==> images/layers.png <==
Two of the layers only.
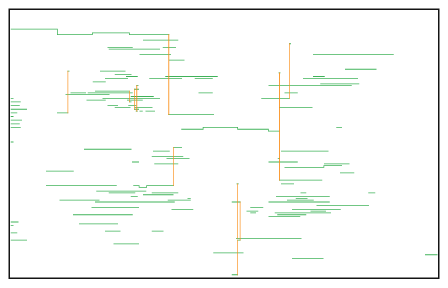
==> images/placed.png <==
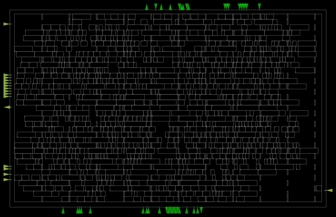
==> images/port_trees.png <==
Scale bar: 50 um.
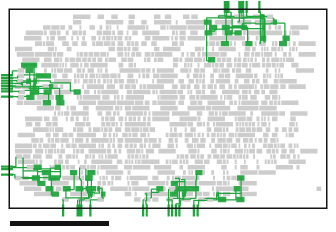
===== src/rtl/prog_clock_divider_if.sv =====
// ---------------------------------------------------------------------------
// prog_clock_divider_if
// Control and status bundle for the multi-channel programmable clock divider.
// The master side drives the per-channel enables, ratio loads and the global
// phase-align sync. The slave side (the divider) returns the divided clocks,
// the end-of-period ticks and the per-channel run status.
// ---------------------------------------------------------------------------
interface prog_clock_divider_if #(
  parameter int N_CH  = 4,
  parameter int CNT_W = 8
);

  logic [N_CH-1:0]       en;         // per-channel run enable, level
  logic [N_CH-1:0]       load;       // per-channel ratio load strobe, one cycle
  logic [N_CH*CNT_W-1:0] div_ratio;  // channel i ratio in [i*CNT_W +: CNT_W]
  logic                  sync;       // restart all running channels in phase
  logic [N_CH-1:0]       clk_out;    // divided clocks
  logic [N_CH-1:0]       tick;       // last-cycle-of-period pulses
  logic [N_CH-1:0]       active;     // channel is running

  modport master (
    output en, load, div_ratio, sync,
    input  clk_out, tick, active
  );

  modport slave (
    input  en, load, div_ratio, sync,
    output clk_out, tick, active
  );

endinterface


===== src/rtl/prog_clock_divider.sv =====
// ---------------------------------------------------------------------------
// prog_clock_divider
// N_CH independent programmable clock dividers. Each channel keeps a shadow
// ratio (written by load) and an active ratio (used for counting); the active
// ratio is only replaced at a period start, so a ratio change never cuts a
// period short or produces a runt pulse. A global sync restarts every running
// channel at the top of its period so all outputs rise together.
//
// Optional feature: define DIV_DUTY50_EN to stretch the high phase of odd
// ratios by half a clock period using a falling-edge register, giving an
// exact 50% duty cycle. Without the macro the block is purely rising-edge.
// ---------------------------------------------------------------------------
module prog_clock_divider #(
  parameter int N_CH    = 4,
  parameter int CNT_W   = 8,
  parameter int DEF_DIV = 2
) (
  input logic                clk,
  input logic                rst,
  prog_clock_divider_if.slave bus
);

  localparam logic [CNT_W-1:0] ONE = CNT_W'(1);
  localparam logic [CNT_W-1:0] TWO = CNT_W'(2);

  // Ratios below 2 cannot form a period with both a high and a low phase.
  localparam logic [CNT_W-1:0] DEF_RATIO = (DEF_DIV < 2) ? TWO : CNT_W'(DEF_DIV);

  localparam logic [0:0] ST_IDLE = 1'b0;
  localparam logic [0:0] ST_RUN  = 1'b1;

  logic [N_CH-1:0] clk_vec;
  logic [N_CH-1:0] tick_vec;
  logic [N_CH-1:0] act_vec;

  // -------------------------------------------------------------------------
  // Reset release: the channel state is held off for one edge after rst
  // deasserts, so no channel starts on an edge that coincides with release.
  // -------------------------------------------------------------------------
  logic armed_q;

  // Arm the channels one rising edge after reset is released.
  // NOTE: sequential state is always written with <= so every flop samples
  // the pre-edge values of the others; = here would create ordering races.
  always_ff @(posedge clk or negedge rst) begin
    if (!rst) armed_q <= 1'b0;
    else      armed_q <= 1'b1;
  end

  for (genvar i = 0; i < N_CH; i++) begin : g_ch

    // Registered channel state
    logic [0:0]       state_q;
    logic [CNT_W-1:0] s_q;      // shadow ratio
    logic [CNT_W-1:0] d_q;      // active ratio
    logic [CNT_W-1:0] cnt_q;    // position within the period, 0 .. d_q-1
    logic             clk_q;
    logic             tick_q;

    // Next-state values
    logic [0:0]       state_d;
    logic [CNT_W-1:0] s_d;
    logic [CNT_W-1:0] d_d;
    logic [CNT_W-1:0] cnt_d;
    logic             clk_d;
    logic             tick_d;

    // Datapath helpers
    logic [CNT_W-1:0] ratio_in;
    logic [CNT_W-1:0] ratio_clamped;
    logic [CNT_W-1:0] s_next;   // shadow including this cycle's load (bypass)
    logic             wrap;     // current cycle is the last of the period
    logic [CNT_W-1:0] nxt;
    logic [CNT_W-1:0] d_run;    // ratio governing the next cycle
    logic [CNT_W-1:0] half;

    assign ratio_in = bus.div_ratio[i*CNT_W +: CNT_W];

    // Ratio clamp, period counter arithmetic and the channel state machine.
    // NOTE: every output of this block gets a default first, so no path can
    // leave a value unassigned and infer a latch.
    always_comb begin
      ratio_clamped = (ratio_in < TWO) ? TWO : ratio_in;
      s_next        = bus.load[i] ? ratio_clamped : s_q;
      wrap          = (cnt_q == d_q - ONE);
      nxt           = wrap ? '0 : cnt_q + ONE;
      d_run         = wrap ? s_next : d_q;
      half          = d_run >> 1;

      state_d = state_q;
      s_d     = s_next;
      d_d     = d_q;
      cnt_d   = cnt_q;
      clk_d   = clk_q;
      tick_d  = tick_q;

      case (state_q)
        ST_IDLE: begin
          cnt_d  = '0;
          clk_d  = 1'b0;
          tick_d = 1'b0;
          if (bus.en[i]) begin
            // Starting a channel is a period start: take the newest ratio.
            state_d = ST_RUN;
            d_d     = s_next;
            clk_d   = 1'b1;
          end
        end
        ST_RUN: begin
          if (!bus.en[i]) begin
            // Stop immediately, even mid high phase.
            state_d = ST_IDLE;
            cnt_d   = '0;
            clk_d   = 1'b0;
            tick_d  = 1'b0;
          end else if (bus.sync) begin
            // Forced period start, same as a wrap but at any phase.
            cnt_d  = '0;
            clk_d  = 1'b1;
            tick_d = 1'b0;
            d_d    = s_next;
          end else begin
            cnt_d  = nxt;
            d_d    = d_run;
            clk_d  = (nxt < half);
            tick_d = (nxt == d_run - ONE);
          end
        end
        default: begin
          state_d = ST_IDLE;
          cnt_d   = '0;
          clk_d   = 1'b0;
          tick_d  = 1'b0;
        end
      endcase
    end

    // Channel registers; updates wait until the reset release has settled.
    always_ff @(posedge clk or negedge rst) begin
      if (!rst) begin
        state_q <= ST_IDLE;
        s_q     <= DEF_RATIO;
        d_q     <= DEF_RATIO;
        cnt_q   <= '0;
        clk_q   <= 1'b0;
        tick_q  <= 1'b0;
      end else if (armed_q) begin
        state_q <= state_d;
        s_q     <= s_d;
        d_q     <= d_d;
        cnt_q   <= cnt_d;
        clk_q   <= clk_d;
        tick_q  <= tick_d;
      end
    end

`ifdef DIV_DUTY50_EN
    // Falling-edge copy of the high phase, kept only for odd ratios; ORing it
    // in stretches the high time by half a clock period.
    logic clk_neg_q;

    // Half-cycle extension register, the only falling-edge logic in the block.
    always_ff @(negedge clk or negedge rst) begin
      if (!rst) clk_neg_q <= 1'b0;
      else      clk_neg_q <= clk_q & d_q[0];
    end

    // Masking with the run state keeps an enable drop from leaving a stub.
    assign clk_vec[i] = clk_q | (clk_neg_q & (state_q == ST_RUN));
`else
    assign clk_vec[i] = clk_q;
`endif

    assign tick_vec[i] = tick_q;
    assign act_vec[i]  = (state_q == ST_RUN);

    // The counter never leaves the active period and ratios never drop below 2.
    a_cnt_in_period: assert property (@(posedge clk) disable iff (!rst)
      (cnt_q < d_q) && (d_q >= TWO) && (s_q >= TWO));

  end : g_ch

  assign bus.clk_out = clk_vec;
  assign bus.tick    = tick_vec;
  assign bus.active  = act_vec;

endmodule


===== src/flat_wrapper.sv =====
// flat-port wrapper written by rule: the top's interface ports become plain ports
module prog_clock_divider_flat 
#(
  parameter int N_CH    = 4,
  parameter int CNT_W   = 8,
  parameter int DEF_DIV = 2
)
  (clk, rst, bus_en, bus_load, bus_div_ratio, bus_sync, bus_clk_out, bus_tick, bus_active);
  prog_clock_divider_if #(.N_CH(N_CH), .CNT_W(CNT_W)) bus_i ();
  input logic clk;
  input logic rst;
  input wire logic [$bits(bus_i.en)-1:0] bus_en;
  input wire logic [$bits(bus_i.load)-1:0] bus_load;
  input wire logic [$bits(bus_i.div_ratio)-1:0] bus_div_ratio;
  input wire logic [$bits(bus_i.sync)-1:0] bus_sync;
  output wire logic [$bits(bus_i.clk_out)-1:0] bus_clk_out;
  output wire logic [$bits(bus_i.tick)-1:0] bus_tick;
  output wire logic [$bits(bus_i.active)-1:0] bus_active;
  assign bus_i.en = bus_en;
  assign bus_i.load = bus_load;
  assign bus_i.div_ratio = bus_div_ratio;
  assign bus_i.sync = bus_sync;
  assign bus_clk_out = bus_i.clk_out;
  assign bus_tick = bus_i.tick;
  assign bus_active = bus_i.active;
  prog_clock_divider #(.N_CH(N_CH), .CNT_W(CNT_W), .DEF_DIV(DEF_DIV)) u_core (.clk(clk), .rst(rst), .bus(bus_i));
endmodule

===== config.mk =====
export PLATFORM = sky130hd
export DESIGN_NAME = prog_clock_divider_flat
export DESIGN_NICKNAME = d
export VERILOG_FILES = /design/src/rtl/prog_clock_divider_if.sv /design/src/rtl/prog_clock_divider.sv /design/src/flat_wrapper.sv
export SDC_FILE = /design/constraint.sdc
export NUM_CORES = 1
export LEC_CHECK = 0
export CORE_AREA = 2 2 158 98
export DETAILED_ROUTE_END_ITERATION = 8
export DIE_AREA = 0 0 160 100
export GPL_ROUTABILITY_DRIVEN = 0
export MAX_ROUTING_LAYER = met4
export PLACE_DENSITY = 0.76
export SLEW_MARGIN = 5
export SYNTH_ARGS = -nofsm -noshare
export SYNTH_HDL_FRONTEND = slang
export SYNTH_SLANG_ARGS = --single-unit

===== constraint.sdc =====
create_clock -name clk -period 6.3 [get_ports clk]
set_clock_uncertainty 0.1 [all_clocks]
set_input_delay 0.945 -clock clk [delete_from_list [all_inputs] [get_ports clk]]
set_output_delay 0.945 -clock clk [all_outputs]
set_load 0.01 [all_outputs]

==> qor.csv <==
stage,metric,value,unit
clock_tree,Bufs on Longest Clock Path,2,
synthesis,most common library cells after synthesis,"nor2_1 (106), dfrtp_1 (101), nand2_1 (74), a21oi_1 (71)",
pwr,Power Density,247.7,nW/um^2
synthesis,Synth Warn #,0,
pwr,P_clk,0.709,mW
final_layout,Finished Core Util,63.63,%
synthesis,Top cell area share,29.45,%
pwr,Leak,3.924,nW
hold_path,Hold Startpoint,u_core.g_ch[0].clk_q,
global_routing,pin count of the biggest net entering global routing,61,
clock_tree,post-CTS sizing,0,
pwr,seq pwr,0.920,mW
pwr,Sw Ratio,33.72,%
setup_path,kind of critical path,reg2reg,
hold_path,worst min-delay path class,reg2reg,
pwr,worst vdd ir,0.1402,mV
sta,Max-slew headroom,23.16,%
synthesis,biggest area cells,"dfrtp_1 (29%), mux2_2 (5.9%), xnor2_1 (5.4%), ha_1 (5.2%), nor2_1 (4.6%)",
drt,vias per cell,6.114,
global_routing,global-route wire length before repair,35.11,mm
run,Tool Warnings,26,
sta,Final Max Slew Viols,0,
die,Starting Density,57.98,%
sta,Finish-stage setup viols,0,
final_layout,layout cells sized above 1,9.940,%
synthesis,area reported by Yosys stat,8582,sq um
placement,hpwl dp,15.18,mm
synthesis,comb area leader,AND-OR/OR-AND gates,
synthesis,Async SR Flop Fraction,100.0,%
final_layout,cell area after layout,9418,sq um
synthesis,Netlist Area Pre-Place,8582,sq um
clock_tree,CTS tree,built,
final_layout,post-layout net count,1070,
run,max cap viols,0,
drt,routed wl met3,1.150,mm
drt,top layer in use,met4,
clock_tree,CTS Buf Count,9,
hold_path,Worst Hold Path EP,u_core.g_ch[0].clk_q,
final_layout,most numerous logic cells after layout,"nor2_1 (106), dfrtp_1 (100), nand2_1 (74)",
die,Die X,160,um
synthesis,syn_nets,1073,
global_routing,antenna violations before repair,0,
synthesis,Synth top cell by count,nor2_1,
synthesis,post-synthesis register bit count,109,
final_layout,synth-to-layout area growth,9.739,%
die,core box area,14800,sq um
global_routing,GR Overflow Total,0,
setup_path,crit end category,register,
setup_path,"Data required, critical path",6.44,ns
synthesis,Unique cell types,80,
drt,Detail Route Antenna Nets,0,
clock_tree,CTS Hold Bufs,0,
pwr,Comb power,0.704,mW
setup_path,crit start category,register,
drt,DRC violations left,0,
drt,met2 wire len,8.683,mm
pwr,Leading power group,registers,
sta,Worst-Margin Slew,1.153,ns
placement,placed cell area,9047,sq um
clock_tree,Clock Latency Late Sink,0.35,ns
clock_tree,Setup Buffers After CTS,0,
pwr,register share of total power,39.4,%
drt,initial detailed-routing violation count,692,
run_status,outcome,finished clean,
global_routing,vias in the first global route,6924,
setup_path,crit path to,u_core.g_ch[1].tick_q,
global_routing,GRT met1 Usage,42.20,%
setup_path,Worst R2R Setup Slack,1.94,ns
pwr,proportion of power drawn by the clock network,30.4,%
placement,Cells after DPL,1183,
setup_path,worst r2r dst,u_core.g_ch[1].tick_q,
sta,Tcrit/Tclk final,69.27,%
sta,final hold violation count,0,
global_routing,GRT busiest layer,met1,
synthesis,simple share,18.40,%
synthesis,Mux cell area share,9.404,%
synthesis,Complex Gates by Area,19.07,%
synthesis,Syn Area/Cell,8.634,sq um
final_layout,biggest regs,"u_core.g_ch.cnt_q (32), u_core.g_ch.d_q (32), u_core.g_ch.s_q (32)",
setup_path,crit-path max FO,29,
pwr,total power,2.333,mW
synthesis,most common flop cell mapped by yosys,dfrtp_1,
pwr,internal power,1.546,mW
die,die area,16000,sq um
clock_tree,clock-pin slew on the worst setup and hold paths,0.08,ns
sta,shortest period the worst path allows,4.364,ns
sta,fmax,229.2,MHz
global_routing,grt met3 use,3.967,%
global_routing,M2 GR Usage,39.59,%
pwr,Logic pwr share,30.2,%
sta,Final WS setup,1.936,ns
die,Die Y,100,um
setup_path,Worst EP arrival,4.51,ns
synthesis,"Seq/Total Area, Yosys",31.90,%
placement,pre-CTS setup slack,1.949,ns
synthesis,ys cells,994,
sta,WHS,0.3983,ns
synthesis,biggest area consumer among synthesized cells,dfrtp_1,
drt,DR pass1 iterations,5,
final_layout,top logic cell by instance count in the layout,nor2_1,
drt,met1 wire length,10.67,mm
pwr,Net Sw Power,0.7867,mW
die,Std-Cell Rows,35,
sta,Sum Neg Setup Slack,0,ns
hold_path,WHS Path Cells,1,
synthesis,Post-Synth XOR/XNOR Area,10.12,%
synthesis,"EDFF count, synth",0,
setup_path,Reg2Reg Launch Point,u_core.g_ch[1].d_q[1],
synthesis,fa+ha+maj area frac,5.249,%
final_layout,post-route non-filler standard cell count,1199,
final_layout,n_diodes,0,
clock_tree,CTS Sinks,109,
sta,unrepaired setup endpoints after global routing,false,
setup_path,crit path launch,u_core.g_ch[1].d_q[1],
clock_tree,Max H-tree Level,3,
clock_tree,Root Driver,clkbuf_16,
About layers.png:
colour	layer	wire length
orange	M4	189 um
green	M3	1150 um
DR WL/cell: 17.26 um
drt total wl: 20.69 mm
via count: 7331
overall global routing resource usage: 27.69%

About placed.png:
flop count: 109
# fillers: 1263
sequential cell area share: 29.08%

About port_trees.png:
colour	port	bits	direction	end cells	buffers	wire
green	bus_div_ratio	32	input	65	32	926 um
I/O Buffers: 54
I/O pins: 55

[worst max-delay path, cell delays in order (launching register included)]
cell and delay, ns:
dfstp_2 0.61, inv_1 0.08, ha_1 0.27, o21bai_1 0.19, a211oi_1 0.25, a211oi_1 0.08, o22ai_1 0.26, nand2_1 0.57
nor2_1 0.31, a21oi_1 0.07, ha_1 0.26, nand3_1 0.11, nor2_1 0.06, mux2_2 0.27, a2111oi_0 0.35, o22ai_1 0.12
o32ai_1 0.30
[cell type report]
class                           count  area (sq um)  share of cell area (%)
Timing Repair Buffer               59         575.6                   6.111
Inverter                           34         127.6                   1.355
Tap cell                          203         254.0                   2.697
Clock buffer                        9         225.2                   2.391
Sequential cell                   109          2739                   29.08
Clock inverter                      7         145.1                   1.541
Multi-Input combinational cell    778          5351                   56.82
Power and IR drop assume default switching activity.
